## config.mk

```make
export PLATFORM = sky130hd
export DESIGN_NAME = result_acc
export DESIGN_NICKNAME = d
export VERILOG_FILES = /design/src/rtl/result_acc.sv
export SDC_FILE = /design/constraint.sdc
export NUM_CORES = 1
export LEC_CHECK = 0
export CAP_MARGIN = 5
export CORE_ASPECT_RATIO = 1.5
export CORE_MARGIN = 10
export CORE_UTILIZATION = 54
export CTS_BUF_LIST = sky130_fd_sc_hd__clkbuf_8
export CTS_CLUSTER_SIZE = 16
export DETAILED_ROUTE_END_ITERATION = 16
export PLACE_DENSITY = 0.79
export SLEW_MARGIN = 20
export SYNTH_ARGS = -nofsm -noshare
export SYNTH_HDL_FRONTEND = slang
export SYNTH_SLANG_ARGS = --single-unit
```

## constraint.sdc

```tcl
create_clock -name clk -period 2.6 [get_ports clk]
set_clock_uncertainty 0.05 [all_clocks]
set_input_delay 0.65 -clock clk [delete_from_list [all_inputs] [get_ports clk]]
set_output_delay 0.65 -clock clk [all_outputs]
set_load 0.01 [all_outputs]
```

## src/rtl/result_acc.sv

```systemverilog
// Frame accumulator: sums and maxes FRAME_LEN accepted values, then queues
// each completed frame result in a small FIFO with a ready/valid output.
module result_acc #(
    parameter int FRAME_LEN  = 4,
    parameter int FIFO_DEPTH = 2
) (
    input  logic        clk,
    input  logic        rst_n,
    input  logic        in_valid,
    input  logic [26:0] in_value,
    input  logic        out_ready,
    output logic        out_valid,
    output logic [28:0] out_sum,
    output logic [26:0] out_max,
    output logic        drop_err
);

    localparam int PW = (FIFO_DEPTH > 1) ? $clog2(FIFO_DEPTH) : 1;
    localparam int OW = $clog2(FIFO_DEPTH + 1);
    localparam logic [2:0]    LAST_IDX = 3'(FRAME_LEN - 1);
    localparam logic [PW-1:0] PTR_MAX  = PW'(FIFO_DEPTH - 1);
    localparam logic [OW-1:0] OCC_FULL = OW'(FIFO_DEPTH);

    typedef enum logic {IDLE, ACC} state_t;

    state_t        state_q, state_d;
    logic [2:0]    count_q, count_d;
    logic [28:0]   sum_q, sum_d;
    logic [26:0]   max_q, max_d;
    logic [28:0]   acc_sum;
    logic [26:0]   acc_max;
    logic          frame_done;

    logic [28:0]   fsum_q [FIFO_DEPTH];
    logic [28:0]   fsum_d [FIFO_DEPTH];
    logic [26:0]   fmax_q [FIFO_DEPTH];
    logic [26:0]   fmax_d [FIFO_DEPTH];
    logic [PW-1:0] wr_ptr_q, wr_ptr_d;
    logic [PW-1:0] rd_ptr_q, rd_ptr_d;
    logic [OW-1:0] occ_q, occ_d;
    logic          drop_q, drop_d;
    logic          push, pop, full;

    // Accumulator and frame FSM
    always_comb begin
        state_d    = state_q;
        count_d    = count_q;
        sum_d      = sum_q;
        max_d      = max_q;
        frame_done = 1'b0;
        acc_sum    = sum_q + {2'b00, in_value};
        acc_max    = (count_q == 3'd0 || in_value > max_q) ? in_value : max_q;
        if (in_valid) begin
            if (count_q == LAST_IDX) begin
                frame_done = 1'b1;
                state_d    = IDLE;
                count_d    = '0;
                sum_d      = '0;
                max_d      = '0;
            end else begin
                state_d    = ACC;
                count_d    = count_q + 3'd1;
                sum_d      = acc_sum;
                max_d      = acc_max;
            end
        end
    end

    // FIFO: a push into a full FIFO survives only if the head pops on the same edge
    always_comb begin
        fsum_d   = fsum_q;
        fmax_d   = fmax_q;
        wr_ptr_d = wr_ptr_q;
        rd_ptr_d = rd_ptr_q;
        occ_d    = occ_q;
        full     = (occ_q == OCC_FULL);
        pop      = (occ_q != '0) && out_ready;
        push     = frame_done && (!full || pop);
        drop_d   = drop_q | (frame_done && full && !pop);
        if (push) begin
            fsum_d[wr_ptr_q] = acc_sum;
            fmax_d[wr_ptr_q] = acc_max;
            wr_ptr_d = (wr_ptr_q == PTR_MAX) ? '0 : wr_ptr_q + PW'(1);
        end
        if (pop) begin
            rd_ptr_d = (rd_ptr_q == PTR_MAX) ? '0 : rd_ptr_q + PW'(1);
        end
        if (push && !pop) begin
            occ_d = occ_q + OW'(1);
        end else if (pop && !push) begin
            occ_d = occ_q - OW'(1);
        end
    end

    always_ff @(posedge clk or negedge rst_n) begin
        if (!rst_n) begin
            state_q  <= IDLE;
            count_q  <= '0;
            sum_q    <= '0;
            max_q    <= '0;
            wr_ptr_q <= '0;
            rd_ptr_q <= '0;
            occ_q    <= '0;
            drop_q   <= 1'b0;
            for (int unsigned i = 0; i < FIFO_DEPTH; i++) begin
                fsum_q[i] <= '0;
                fmax_q[i] <= '0;
            end
        end else begin
            state_q  <= state_d;
            count_q  <= count_d;
            sum_q    <= sum_d;
            max_q    <= max_d;
            wr_ptr_q <= wr_ptr_d;
            rd_ptr_q <= rd_ptr_d;
            occ_q    <= occ_d;
            drop_q   <= drop_d;
            fsum_q   <= fsum_d;
            fmax_q   <= fmax_d;
        end
    end

    assign out_valid = (occ_q != '0);
    assign out_sum   = out_valid ? fsum_q[rd_ptr_q] : '0;
    assign out_max   = out_valid ? fmax_q[rd_ptr_q] : '0;
    assign drop_err  = drop_q;

endmodule

```

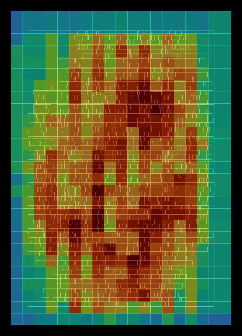
*Routing congestion map, run 1*
met1 Use GR: 29.21%
WL per Instance: 21.99 µm
Top Usage Layer GRT: met2
fin util: 76.62%

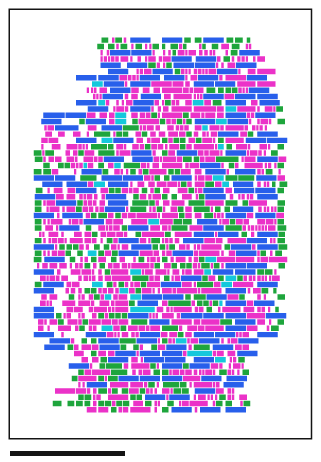
*Placed cells, one colour a class, run 1*
The bar under the picture is 50 µm long.
- other buffers and delay cells: green (cells 277)
- flip-flops: blue (cells 176)
- all other logic: magenta (cells 787)
- clock drivers and dummy loads: cyan (cells 32)
register share of the cell area: 31.95%
row count: 60
design area: 13,800 µm²
CORE AREA: 18,020 µm²

==> Changelog: implementation, run 1 <==
## Flow update

* Yosys top cell by instances: dfrtp_1
* Yosys top cell by area: dfrtp_1
* Pwr Total at 18.44 mW
* Met2 GRT Util at 42.75%
* Die width at 130.5 µm
* Post-Syn Area at 9897 µm²
* Fin worst setup slack at -0.3576 ns
* EDFF count, synth at 0
* MUX area fraction at 9.381%
* Worst path slowest cell: dfrtp_1
* Fp_density at 54.93%
* Yosys cell count at 1,020
* Leakage at 6.537 nW
* Reg2Reg Capture Point: max_q[12]
* Simple share at 13.06%
* Post-route setup TNS at -21.97 ns
* Flop pwr share at 26.8%
* Initial antenna violation count at 0
* CP peak stage delay at 0.45 ns
* Seq/Total Area, Yosys at 44.50%
* Clk. pwr at 2.04 mW
* Worst path arrival time at 3.32 ns
* Top delay family on crit path: AND-OR/OR-AND gates
* Net Sw Frac at 42.77%
* Most flops, register: fsum_q
* Final period utilization at 113.8%
* Logic area at 5951 µm²
* Clock root buffer: clkbuf_8
* Area growth from synthesis to layout at 39.48%
* Met3 GRT Util at 3.617%
* M1 wire length at 12.09 mm
* Combinational power at 11.5 mW
* Status: finished, violations left
* Synth Register Bits at 176
* PostCTS Resize Cnt at 244
* Final min period at 2.958 ns
* Fin cells at 1,489
* Worst setup path endpoint: max_q[12]
* Top cell area share at 44.50%
* P_seq at 4.94 mW
* Slew Limit Fails at 0
* Number of flip-flops in the largest register at 58
* Max Fclk at 338.1 MHz
* Failing checks: setup timing
* Aoi share at 19.30%
* Well tap count at 217
* Syn nets at 1,109
* Hold buffers post-CTS at 0
* Setup violations, final at 88
* Placement Setup Slack at -1.214 ns
* ANT cells at 0
* Final nets at 1,348
* Hold Fails Final Rpt at 0
* # Max-Cap Violations at 0
* Worst Setup End Kind: flip-flop
* Psw at 7.886 mW
* Worst-margin pin slew at 0.7543 ns
* Post-CTS Setup Inserts at 25
* Largest net degree at the start of global routing at 54
* DP Area at 12,140 µm²
* Gr ovfl total at 0
* Largest regs: fsum_q: 58 flops, fmax_q: 54 flops, sum_q: 29 flops
* Via count at 9,224
* Levels on crit path at 12
* TritonCTS clock tree: done
* Detailed Route Iter0 Violations at 855
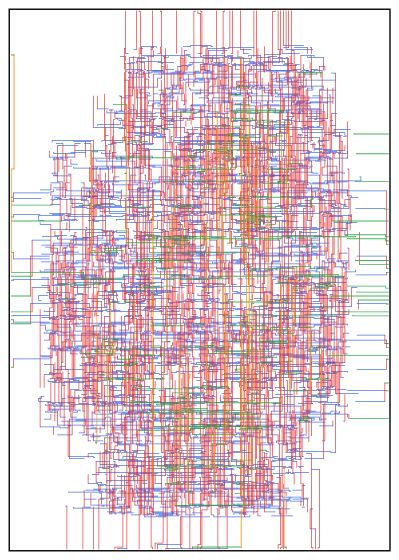
*Signal wires by layer, run 1*
- met2: red (wire length 16,600 µm)
- met3: green (wire length 2,060 µm)
- met1: blue (wire length 12,100 µm)
- met4: orange (wire length 1,990 µm)
Global Route Usage Sum: 24.80%
final wirelength: 32.75 mm

## Run 2: what changed since run 1
- CORE_UTILIZATION: 54 -> 53
- CTS_BUF_LIST: sky130_fd_sc_hd__clkbuf_8 -> sky130_fd_sc_hd__clkbuf_16
- PLACE_DENSITY: 0.79 -> 0.77
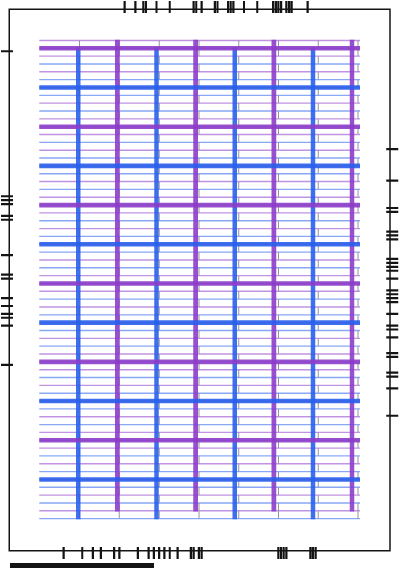
*Floorplan with the power grid, run 2*
The bar under the picture is 50 µm long. Pins as bars on the die edge. Tap cells in grey.
- VDD: purple
- VSS: blue
- tap cells: 252
- met4 straps: 8
- signal pins: 89
- met5 straps: 12
- met1 rails: 62
die span in y: 187.4 µm
die width: 131.6 µm
CORE AREA: 18,470 µm²
peak supply drop: 0.8528 mV

==> run 2 against run 1 <==
Effect of this change:
- the run still ends with setup timing left
- wire length shrank 1.3%
- utilization shrank 3.2 points
- register-to-register slack is essentially flat
- synthesized cell count is the same
- cell count grew 0.81%
- non-clock buffer count shrank 25
- cell area shrank 1.7%
==> Changelog: implementation, run 2 <==
## Flow update

* Failing checks: setup timing
* Aoi share at 19.30% (unchanged)
* Yosys top cell by area: dfrtp_1
* Well tap count at 252 (+16%)
* Post-CTS Setup Inserts at 15 (-40%)
* Combinational power at 10.9 mW (-5%)
* MUX area fraction at 9.381% (unchanged)
* Met3 GRT Util at 3.737% (+0.12 points)
* Largest regs: fsum_q: 58 flops, fmax_q: 54 flops, sum_q: 29 flops
* Detailed Route Iter0 Violations at 949 (+11%)
* Worst path arrival time at 3.23 ns (-0.09 ns)
* DP Area at 12,100 µm² (-0.38%)
* Top delay family on crit path: buffers and inverters
* Hold buffers post-CTS at 0 (unchanged)
* ANT cells at 0 (unchanged)
* Top Usage Layer GRT: met2
* Clock root buffer: clkbuf_16
* Simple share at 13.06% (unchanged)
* P_seq at 4.94 mW (about the same)
* Slew Limit Fails at 0 (unchanged)
* Fin worst setup slack at -0.3804 ns (-0.02282 ns)
* Top cell area share at 44.50% (unchanged)
* EDFF count, synth at 0 (unchanged)
* Final wirelength at 32.31 mm (-1.3%)
* Register share of the cell area at 32.50% (+0.55 points)
* Met1 Use GR at 26.13% (-3.1 points)
* Max Fclk at 335.5 MHz (-0.77%)
* Post-route setup TNS at -22.82 ns (-0.8485 ns)
* Pwr Total at 18.30 mW (-0.75%)
* Adder Share, Synth at 7.408%
* Clk. pwr at 2.44 mW (+20%)
* Area growth from synthesis to layout at 37.11%
* Number of flip-flops in the largest register at 58 (unchanged)
* Via count at 9,175 (-0.53%)
* Design area at 13,570 µm² (-1.7%)
* Fin util at 73.47% (-3.2 points)
* Final nets at 1,325 (-1.7%)
* Syn nets at 1,109 (unchanged)
* CLK BUF at 17
* Flop pwr share at 27.0% (+0.2 points)
* Levels on crit path at 11 (-1)
* Logic area at 5887 µm² (-1.1%)
* Gr ovfl total at 0 (unchanged)
* M1 wire length at 12.05 mm (-0.37%)
* Fp_density at 53.58% (-1.3 points)
* Largest net degree at the start of global routing at 57 (+5.6%)
* Met2 GRT Util at 41.81% (-0.94 points)
* PostCTS Resize Cnt at 144 (-41%)
* CP peak stage delay at 0.38 ns (-0.07 ns)
* Worst path slowest cell: nor4_4
* WL per Instance at 21.53 µm (-2.1%)
* Net Sw Frac at 42.12% (-0.65 points)
* IO Pins at 89
* Final period utilization at 114.6% (+0.88 points)
* Psw at 7.708 mW (-2.3%)
* Yosys top cell by instances: dfrtp_1
* Worst-margin pin slew at 0.5813 ns (-0.1730 ns)
* Hold Fails Final Rpt at 0 (unchanged)
* Setup violations, final at 93 (+5.7%)
* Global Route Usage Sum at 22.96% (-1.8 points)
* Seq/Total Area, Yosys at 44.50% (unchanged)
* TritonCTS clock tree: done
* Fin cells at 1,501 (+0.81%)
* Status: finished, violations left
* # Max-Cap Violations at 0 (unchanged)
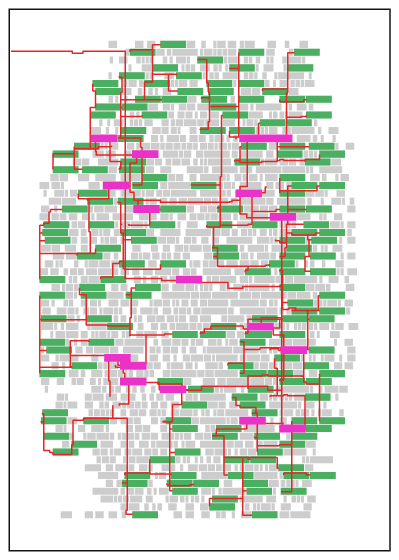
*Clock wires, drivers and flops, run 2*
- flip-flops: green (count 176)
- clock wires: red (length 2,170 µm)
- cells driving clock nets: magenta (count 17)
- routed clock nets: 18
clock power share: 13.4%
clk latency late pin: 0.44 ns

Power figures rest on the tool's default switching activity, not on a simulated workload.
